### Layout detail, run 1

Scale bar: 5 um. Region (74, 74) to (94, 94) um. Cells in gray, sequential cells in the stronger gray; small squares are vias.
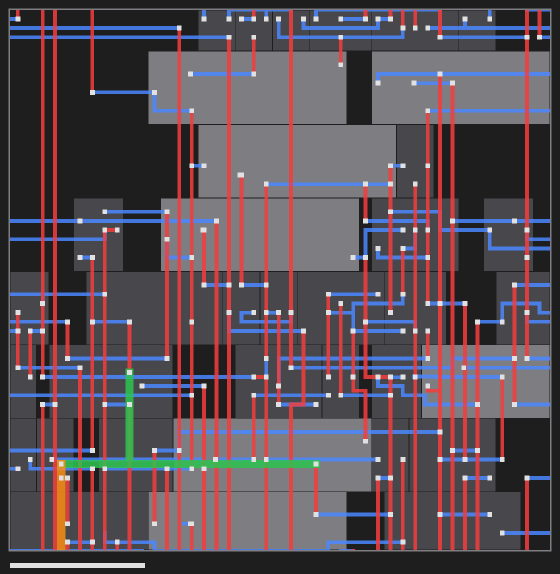
### Metal 1, run 1

Scale bar: 20 um.
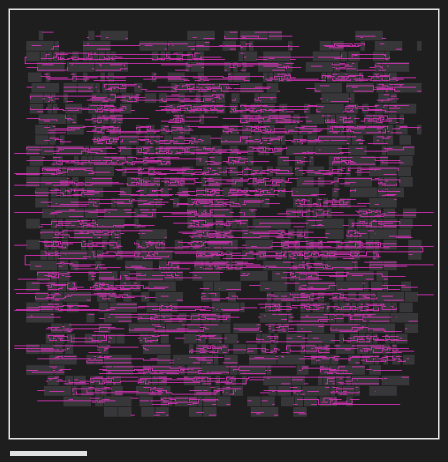
### Wire density map, run 1

The die is cut into 22 by 22 equal tiles; white is low, dark blue is high, scaled to the fullest tile. Values are wire area over tile area, all layers added.
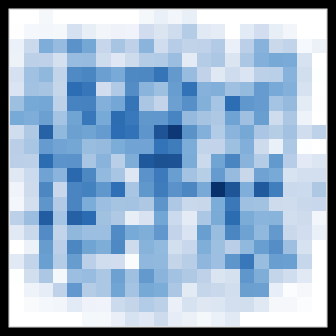
## src/rtl/ca_update_scheduler.sv

```systemverilog
// Schedules colour-adaptation matrix updates: periodic/forced ALS read, hysteresis
// check, shadow-matrix calculation, pixel-pipe drain and atomic coefficient commit.
module ca_update_scheduler #(
  parameter int PERIOD_CYCLES  = 1000000,
  parameter int TIMEOUT_CYCLES = 65535,
  parameter int CCT_HYST       = 100
) (
  input  logic        clk,
  input  logic        rst_n,
  output logic        als_req,
  input  logic        als_done,
  input  logic        als_error,
  input  logic [15:0] als_cct,
  output logic        calc_req,
  output logic [15:0] calc_cct,
  input  logic        calc_done,
  input  logic        pipe_empty,
  output logic        coef_commit,
  input  logic        force_update,
  input  logic        up_valid,
  output logic        up_ready,
  output logic        dn_valid,
  input  logic        dn_ready,
  output logic [15:0] active_cct,
  output logic [7:0]  err_count,
  output logic [7:0]  status
);

  localparam int TW = (PERIOD_CYCLES > 1) ? $clog2(PERIOD_CYCLES) : 1;
  localparam int WW = $clog2(TIMEOUT_CYCLES + 1);

  typedef enum logic [2:0] {
    S_IDLE      = 3'd0,
    S_ALS_REQ   = 3'd1,
    S_ALS_WAIT  = 3'd2,
    S_CALC_REQ  = 3'd3,
    S_CALC_WAIT = 3'd4,
    S_DRAIN     = 3'd5,
    S_COMMIT    = 3'd6
  } state_t;

  state_t      r_state;
  logic [TW-1:0] r_timer;
  logic [WW-1:0] r_wait;
  logic [7:0]  r_err;
  logic [15:0] r_active;
  logic        r_active_valid;
  logic [15:0] r_new;
  logic [15:0] r_calc_cct;
  logic        r_force_pend;
  logic        r_force_d;
  logic        r_forced;
  logic        r_als_req;
  logic        r_calc_req;
  logic        r_commit;

  logic               w_force_edge;
  logic signed [16:0] w_diff;
  logic [16:0]        w_abs;
  logic               w_need_calc;
  logic               w_wait_to;
  logic [7:0]         w_err_next;
  logic               w_gate_open;

  assign w_force_edge = force_update & ~r_force_d;
  assign w_diff       = $signed({1'b0, als_cct}) - $signed({1'b0, r_active});
  assign w_abs        = w_diff[16] ? $unsigned(-w_diff) : $unsigned(w_diff);
  // A forced update, or the very first one, bypasses the hysteresis window.
  assign w_need_calc  = ~r_active_valid | r_forced | (w_abs >= 17'(CCT_HYST));
  assign w_wait_to    = (r_wait == WW'(TIMEOUT_CYCLES));
  assign w_err_next   = (r_err == 8'hFF) ? r_err : r_err + 8'd1;
  assign w_gate_open  = (r_state != S_DRAIN) && (r_state != S_COMMIT);

  // Gating rst_n in keeps the pixel handshake closed for the whole reset window.
  assign dn_valid    = up_valid & w_gate_open & rst_n;
  assign up_ready    = dn_ready & w_gate_open & rst_n;

  assign als_req     = r_als_req;
  assign calc_req    = r_calc_req;
  assign calc_cct    = r_calc_cct;
  assign coef_commit = r_commit;
  assign active_cct  = r_active;
  assign err_count   = r_err;
  assign status      = {(r_err != 8'd0), r_active_valid, w_gate_open, 2'b00, r_state};

  // NOTE: all state uses non-blocking assignments so every branch reads the
  // pre-edge values; blocking here would create order-dependent behaviour.
  always_ff @(posedge clk) begin
    if (!rst_n) begin
      r_state        <= S_IDLE;
      r_timer        <= '0;
      r_wait         <= '0;
      r_err          <= '0;
      r_active       <= '0;
      r_active_valid <= 1'b0;
      r_new          <= '0;
      r_calc_cct     <= '0;
      r_force_pend   <= 1'b0;
      r_forced       <= 1'b0;
      r_als_req      <= 1'b0;
      r_calc_req     <= 1'b0;
      r_commit       <= 1'b0;
      // NOTE: tracks the live level in reset so a switch held high is not an edge.
      r_force_d      <= force_update;
    end else begin
      r_force_d  <= force_update;
      r_als_req  <= 1'b0;
      r_calc_req <= 1'b0;
      r_commit   <= 1'b0;
      if (w_force_edge) r_force_pend <= 1'b1;

      case (r_state)
        S_IDLE: begin
          if ((r_timer == TW'(PERIOD_CYCLES - 1)) || r_force_pend) begin
            r_state      <= S_ALS_REQ;
            r_timer      <= '0;
            r_als_req    <= 1'b1;
            r_forced     <= r_force_pend;
            r_force_pend <= w_force_edge;
          end else begin
            r_timer <= r_timer + TW'(1);
          end
        end
        S_ALS_REQ: begin
          r_state <= S_ALS_WAIT;
          r_wait  <= '0;
        end
        S_ALS_WAIT: begin
          if (als_error || w_wait_to) begin
            r_err   <= w_err_next;
            r_state <= S_IDLE;
          end else if (als_done) begin
            r_new <= als_cct;
            if (w_need_calc) begin
              r_state    <= S_CALC_REQ;
              r_calc_req <= 1'b1;
              r_calc_cct <= als_cct;
            end else begin
              r_state <= S_IDLE;
            end
          end else begin
            r_wait <= r_wait + WW'(1);
          end
        end
        S_CALC_REQ: begin
          r_state <= S_CALC_WAIT;
          r_wait  <= '0;
        end
        S_CALC_WAIT: begin
          if (calc_done) begin
            r_state <= S_DRAIN;
          end else if (w_wait_to) begin
            r_err   <= w_err_next;
            r_state <= S_IDLE;
          end else begin
            r_wait <= r_wait + WW'(1);
          end
        end
        S_DRAIN: begin
          if (pipe_empty) begin
            r_state  <= S_COMMIT;
            r_commit <= 1'b1;
          end
        end
        S_COMMIT: begin
          r_active       <= r_new;
          r_active_valid <= 1'b1;
          r_state        <= S_IDLE;
        end
        default: r_state <= S_IDLE;
      endcase
    end
  end

endmodule

```

## config.mk

```make
export PLATFORM = sky130hd
export DESIGN_NAME = ca_update_scheduler
export DESIGN_NICKNAME = d
export VERILOG_FILES = /design/src/rtl/ca_update_scheduler.sv
export SDC_FILE = /design/constraint.sdc
export NUM_CORES = 1
export LEC_CHECK = 0
export CAP_MARGIN = 20
export CORE_MARGIN = 4
export CORE_UTILIZATION = 56
export DETAILED_ROUTE_END_ITERATION = 7
export PLACE_DENSITY = 0.78
export SETUP_SLACK_MARGIN = 0.05
export SLEW_MARGIN = 0
export SYNTH_ARGS = -nofsm -noshare
export SYNTH_HDL_FRONTEND = slang
export SYNTH_SLANG_ARGS = --single-unit
```

## constraint.sdc

```tcl
create_clock -name clk -period 5.9 [get_ports clk]
set_input_delay 1.18 -clock clk [delete_from_list [all_inputs] [get_ports clk]]
set_output_delay 1.18 -clock clk [all_outputs]
set_load 0.005 [all_outputs]
```

==> deck_impl_summary.md, run 1 <==
Flow Results at a Glance

Global route
  • Global routing usage on met2: 41.9%
  • Initial antenna violation count: 0
  • Number of global-route vias before repair: 5361
  • Global-route congestion overflow total: 0
  • First-pass GRT wire length: 25.6 mm

Clock network
  • Depth of the CTS H-tree: 3
  • Clock sink count: 102
  • Maximum root-to-sink buffer count: 2
  • Post-CTS repair timing setup buffer count: 0
  • Hold-fix buffers at CTS: 0
  • CTS buffer count: 9

Yosys
  • Mapped Avg Cell Area: 7.73 um2
  • Post-synth design cell area: 5980 um2
  • Number of distinct standard cells referenced by the synthesized netlist: 69
  • Number of flip-flops and latches in the synthesized netlist: 102
  • Post-synth EDFFs: 0
  • Warning count from the yosys run: 0

Critical path
  • Critical path cell sequence: clkdlybuf4s50_1, inv_1, ha_1, fa_1, nand2b_1, a21oi_1, o21ai_2, xnor2_1, or4b_1, or3_1, a2111oi_0, or3_1, buf_12, nand3_1, a31o_2
  • Most common cell type on the critical path: or3_1
  • Startpoint kind of the worst setup timing path: input pin

Finish
  • Area delta synth->final: 16.7%
  • Number of filler cells placed in the layout: 884
  • Post-route non-filler standard cell count: 968
  • Register with the most flip-flops: r_timer

STA
  • Count of final hold-check violations: 0
  • Max transition margin: 45.0%
  • Final setup violation count: 0
  • Fraction of the cycle the final worst path needs: 87.8%
  • Final Max-Slew Violation Tally: 0
  • Worst hold slack across all endpoints: 0.458 ns
  • RSZ-0062 raised after global routing: no

Placement
  • Final weighted congestion of routability-driven global placement: 0.899
  • Total of buffers placed on input and output ports: 75
  • Cell total after placement: 952

Route
  • ANT nets after route: 0
  • Via count: 5721

Floorplan
  • Die y size: 111 um
  • Core Density at Floorplan: 57.7%
  • Die area: 12400 um2

Run status
  • Run status: finished, final reports clean
Notes on 'Layout detail' above:
layer	color
M4	orange
M2	red
M3	green
M1	blue
netlist names of flops here include	r_wait (6), r_new (1)
cells with their middle in the window	35
most frequent	dfxtp_1 (7), nand2_1 (5), nor2_1 (5)
sequential cells in the window	7

Notes on 'Metal 1' above:
longest straight run	39.1 um
main direction	horizontal
wire length on this layer	7040 um
nets with wire on the layer	824
share of all routed wire	46%

Notes on 'Wire density map' above:
fullest tile	0.58
tiles over half the peak	25%
densest ninth of the die	center
nearly empty tiles	10%
mean over tiles	0.20

run 1: layout by cell type, fill, tap and decap left out, drive strengths merged, types with 4 or more instances in the layout:
master and count:
o21ai 20, mux2i 4, clkdlybuf4s50 75, a21oi 64, dfxtp 102, nor3 9, nor4 4, buf 9
nand2b 6, o211ai 21, a2111oi 4, xor2 31, nand4 28, xnor2 19, and2 27, a21o 4
or2 7, ha 21, a22oi 4, nor2 77, a2bb2oi 16, inv 28, clkbuf 12, nor2b 6
or3 13, nand2 118, nand3 39, and3 11
run 1: worst max-delay path: cells and delay by family:
kind                     cells  cell delay (ns)
AND/OR/NAND/NOR              5             1.52
adder cells (fa/ha/maj)      2             0.63
buffers and inverters        3             0.77
XOR/XNOR                     1             0.20
AND-OR/OR-AND                4             1.14
run 1: layer usage:
layer | vias up | share of wire, % | wire length [um]
met5 | - | 0 | 0
met3 | 17 | 4.3 | 660
met2 | 132 | 48 | 7460
met4 | 0 | 1.6 | 243
met1 | 2751 | 46 | 7040
li1 | 2821 | - | -
run 1: cell type report:
| type | instances | area, um2 | area share (%) |
|---|---|---|---|
| Multi-Input combinational cell | 603 | 3630 | 52.0 |
| Inverter | 27 | 101 | 1.45 |
| Clock inverter | 4 | 28.8 | 0.412 |
| Clock buffer | 12 | 155 | 2.22 |
| Tap cell | 136 | 170 | 2.44 |
| Timing Repair Buffer | 84 | 851 | 12.2 |
| Sequential cell | 102 | 2040 | 29.2 |
run 1: stage by stage:
step | utilization [%] | cell area, um2 | worst slack (ns) | power [W]
after floorplan | - | 5980 | 1.09 | 0.000871
after detailed placement | 65.6 | 6800 | 0.357 | 0.000936
after global placement | 65.3 | 6770 | 0.458 | 0.000930
final | 67.3 | 6980 | 0.721 | 0.00135
after CTS | 67.3 | 6980 | 0.761 | 0.00136
after global routing | 67.3 | 6980 | 0.443 | 0.00141
run 1: synthesized netlist by cell type (21+ instances only):
cell type	number	area, um2
clkbuf_1	28	105
o211ai_1	21	158
nand3_1	39	195
nand2_1	117	439
inv_1	27	101
ha_1	21	263
xor2_1	31	272
nor2_1	76	285
a21oi_1	63	315
dfxtp_1	102	2040
nand4_1	28	175
and2_1	27	169
run 1: cell families (layout without fill, tap and decap cells):
family / count (synthesis) / after routing / share of synthesized area [%]
AOI/OAI and AO/OA: 162 / 162 / 18.1
other: 1 / 2 / 0.0627
buffers and inverters: 70 / 127 / 5.17
xor gates and xnor gates: 50 / 50 / 7.32
muxes: 5 / 5 / 0.858
adders and majority gates: 22 / 22 / 4.73
and+or+nand+nor: 362 / 362 / 29.6
DFF: 102 / 102 / 34.1
run 1: where the power goes:
| group | internal [W] | switching [W] |
|---|---|---|
| logic | 0.0000910 | 0.000128 |
| registers | 0.000696 | 0.00000944 |
| clock network | 0.000178 | 0.000246 |
| total | 0.000965 | 0.000384 |
run 1: worst paths after layout:
check           startpoint             to  slack (ns)  depth (start not counted)
min reg2reg       r_new[5]  active_cct[5]        0.46                          2
min               r_new[5]  active_cct[5]        0.46                          2
max             als_cct[0]     r_state[0]        0.72                         15
max reg2reg  active_cct[1]     r_state[0]        1.70                         13
### Congestion heat map, run 1

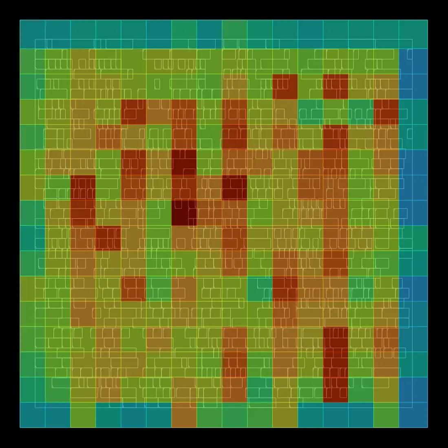

## Run 2: what changed since run 1
Settings changed: PLACE_DENSITY 0.78 to 0.93.
### Congestion heat map, run 2

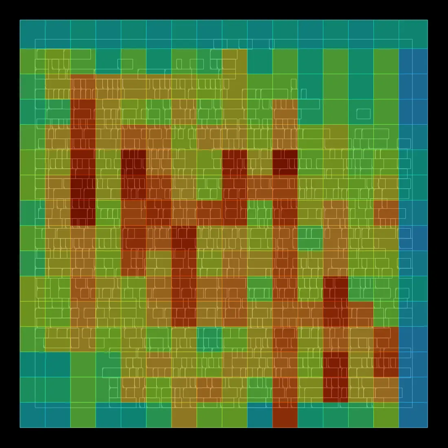
met1 GRT Util: 30.3%
WL/cell: 15.5 um
all-layer global routing usage: 23.7%

==> deck_impl_summary.md, run 2 <==
Flow Results at a Glance

STA
  • Final Max-Slew Violation Tally: 0 (unchanged)
  • Final setup violation count: 0 (unchanged)
  • Post-route minimum period: 5.10 ns
  • Max transition margin: 39.4% (-5.7 points)
  • Count of final hold-check violations: 0 (unchanged)
  • RSZ-0062 raised after global routing: no
  • Fraction of the cycle the final worst path needs: 86.4% (-1.4 points)
  • Worst-Margin Slew: 0.901 ns
  • Final TNS setup: 0 ns
  • Maximum operating frequency: 196 MHz

Route
  • Via count: 5725 (+0.070%)
  • WL final: 15.0 mm
  • Detailed Routing Iterations Pass 1: 5
  • Number of design-rule violations left by the first detailed-router iteration: 456
  • ANT nets after route: 0 (unchanged)

Finish
  • Number of flip-flops in the largest register: 20
  • Area delta synth->final: 16.8% (about the same)
  • Utilization after layout: 67.3% (about the same)
  • Most common cell after layout, fill and taps aside: nand2_1
  • Register with the most flip-flops: r_timer
  • Number of nets in the layout: 874
  • Top library cells by usage in the layout, fill and taps aside: 117 x nand2_1, 102 x dfxtp_1, 76 x nor2_1, 75 x clkdlybuf4s50_1, 63 x a21oi_1
  • Fraction of final layout cells with drive strength greater than 1: 4.81%
  • Cell area after layout: 6980 um2 (about the same)

Yosys
  • Warning count from the yosys run: 0 (unchanged)
  • Cell accounting for the most synthesized area: dfxtp_1
  • Main synth FF type: dfxtp_1
  • Post-synth EDFFs: 0 (unchanged)
  • Cell with the most instances after synthesis: nand2_1
  • Area share of the largest cell type after synthesis: 34.1% (unchanged)
  • Number of distinct standard cells referenced by the synthesized netlist: 69 (unchanged)
  • Sequential cell area fraction in the yosys report: 34.1%
  • Cell count listed in synth_stat.txt: 774
  • Number of flip-flops and latches in the synthesized netlist: 102 (unchanged)
  • Cell count after synthesis: 774
  • Post-synth design cell area: 5980 um2 (unchanged)
  • Mapped Avg Cell Area: 7.73 um2 (unchanged)
  • Cells taking the most area after synthesis: dfxtp_1 34%, nand2_1 7.3%, a21oi_1 5.3%
  • Yosys chip area: 5980 um2
  • Top cell types by occurrence after synthesis: 117 x nand2_1, 102 x dfxtp_1, 76 x nor2_1

Critical path
  • Worst Path Arrival: 5.37 ns
  • Startpoint kind of the worst setup timing path: input pin
  • Worst EP required: 6.17 ns
  • Biggest cell delay along the critical path: 0.55 ns
  • Cell at the slowest stage of the critical path: or4b_1
  • Crit path kind: in -> reg
  • Endpoint class of the critical path: register
  • Critical-path maximum fanout: 16
  • Critical path cell sequence: clkdlybuf4s50_1, inv_1, ha_1, fa_1, nand2b_1, a21oi_1, o21ai_2, xnor2_1, or4b_1, or3_1, o211a_2, nor4_4, and2_1, buf_4, o211ai_1

Global route
  • Initial antenna violation count: 0 (unchanged)
  • Global routing usage on met2: 39.0% (-2.9 points)
  • First-pass GRT wire length: 24.6 mm (-4.2%)
  • GR Util met3: 6.47%
  • Largest net degree at the start of global routing: 45
  • Number of global-route vias before repair: 5119 (-4.5%)
  • Global-route congestion overflow total: 0 (unchanged)

Clock network
  • Hold-fix buffers at CTS: 0 (unchanged)
  • Clock sink count: 102 (unchanged)
  • Clock tree from TritonCTS: built
  • Depth of the CTS H-tree: 3 (unchanged)
  • Cell at the root of the clock tree: clkbuf_8
  • Maximum root-to-sink buffer count: 2 (unchanged)
  • CTS buffer count: 9 (unchanged)
  • Insertion delay at the late pin of the worst-skew pair: 0.40 ns
  • Clock Pin Slew Worst Setup and Hold Paths: 0.10 ns
  • Post-CTS repair timing setup buffer count: 0 (unchanged)

Pwr
  • Register share of total power: 50.9% (-1.4 points)
  • Power density over cell area: 199 nW/um2
  • Share of total power consumed by net switching: 28.7% (+0.30 points)
  • Total design power: 0.00139 W (+3.0%)
  • Static Leakage: 2.43 nW
  • Clock share of power: 33.6% (+2.2 points)
  • Worst voltage drop across the vdd grid: 0.000209 V
  • Internal Dissipation: 0.000990 W (+2.5%)
  • Combinational power share: 15.6% (-0.6 points)
  • Switching component of the power: 0.000399 W (+4.0%)

Flow run
  • # Max-Cap Violations: 0

Placement
  • Area of placed instances: 6780 um2 (-0.29%)
  • Total of buffers placed on input and output ports: 75 (unchanged)
  • Final weighted congestion of routability-driven global placement: 0.951 (+5.8%)
  • HPWL after detailed placement: 10.7 mm

Floorplan
  • I/O pins: 78
  • Row count: 37
  • Die y size: 111 um (unchanged)
  • Die area: 12400 um2 (unchanged)
  • Core Density at Floorplan: 57.7% (unchanged)
  • Horizontal die dimension: 111 um
  • Placeable core area: 10400 um2

Min path
  • Path category of the worst min-delay check: reg -> reg

Run status
  • Run status: finished, final reports clean
-- run 2: layout make-up --
class	count	area [um2]
Clock buffer	9	124
Clock inverter	7	81.3
Fill cell	889	3390
Inverter	27	101
Multi-Input combinational cell	603	3630
Sequential cell	102	2040
Tap cell	136	170
Timing Repair Buffer	84	831
-- run 2: per-stage QoR --
step                      setup slack, ns  instances  hold slack [ns]
after floorplan                      1.09        775            0.432
after global placement              0.515        952            0.438
after detailed placement            0.449        952            0.443
after CTS                           0.854        968            0.458
after global routing                0.562        968            0.475
final                               0.802        968            0.454
-- run 2: cell families (layout without fill, tap and decap cells) --
| logic type | after synthesis | count (layout) | share of synthesized area, % |
|---|---|---|---|
| DFF | 102 | 102 | 34.1 |
| muxes | 5 | 5 | 0.858 |
| adders and majority gates | 22 | 22 | 4.73 |
| AOI/OAI and AO/OA | 162 | 162 | 18.1 |
| and+or+nand+nor | 362 | 362 | 29.6 |
| other | 1 | 2 | 0.0627 |
| xor gates and xnor gates | 50 | 50 | 7.32 |
| buffers and inverters | 70 | 127 | 5.17 |
-- run 2: routing by layer --
| metal | share of wire [%] | vias to the layer above |
|---|---|---|
| met4 | 2.4 | 0 |
| met3 | 6.7 | 32 |
| met2 | 47 | 214 |
| met5 | 0 | - |
| met1 | 44 | 2647 |
| li1 | - | 2832 |
-- run 2: critical path: cells and delay by family --
| kind | cells | cell delay (ns) |
|---|---|---|
| xor+xnor | 1 | 0.20 |
| compound gates | 4 | 0.90 |
| fa+ha+maj | 2 | 0.64 |
| buf+inv | 3 | 0.77 |
| simple gates | 5 | 1.68 |
-- run 2: worst paths after layout --
path / slack [ns] / start / to / cells after the start
setup reg to reg: 1.72 / active_cct[1] / r_state[0] / 13
hold reg to reg: 0.45 / r_new[5] / active_cct[5] / 2
setup / recovery: 0.80 / als_cct[0] / calc_cct[8] / 15
hold / removal: 0.45 / r_new[5] / active_cct[5] / 2
-- run 2: power by group through the flow --
stage / registers, W / logic, W / clock network (W)
after floorplan: 0.000718 / 0.000153 / 0
after CTS: 0.000706 / 0.000213 / 0.000473
final: 0.000706 / 0.000216 / 0.000466
after global placement: 0.000721 / 0.000209 / 0
after global routing: 0.000708 / 0.000236 / 0.000502
after detailed placement: 0.000722 / 0.000212 / 0
Power is estimated from default activity; no workload was simulated.
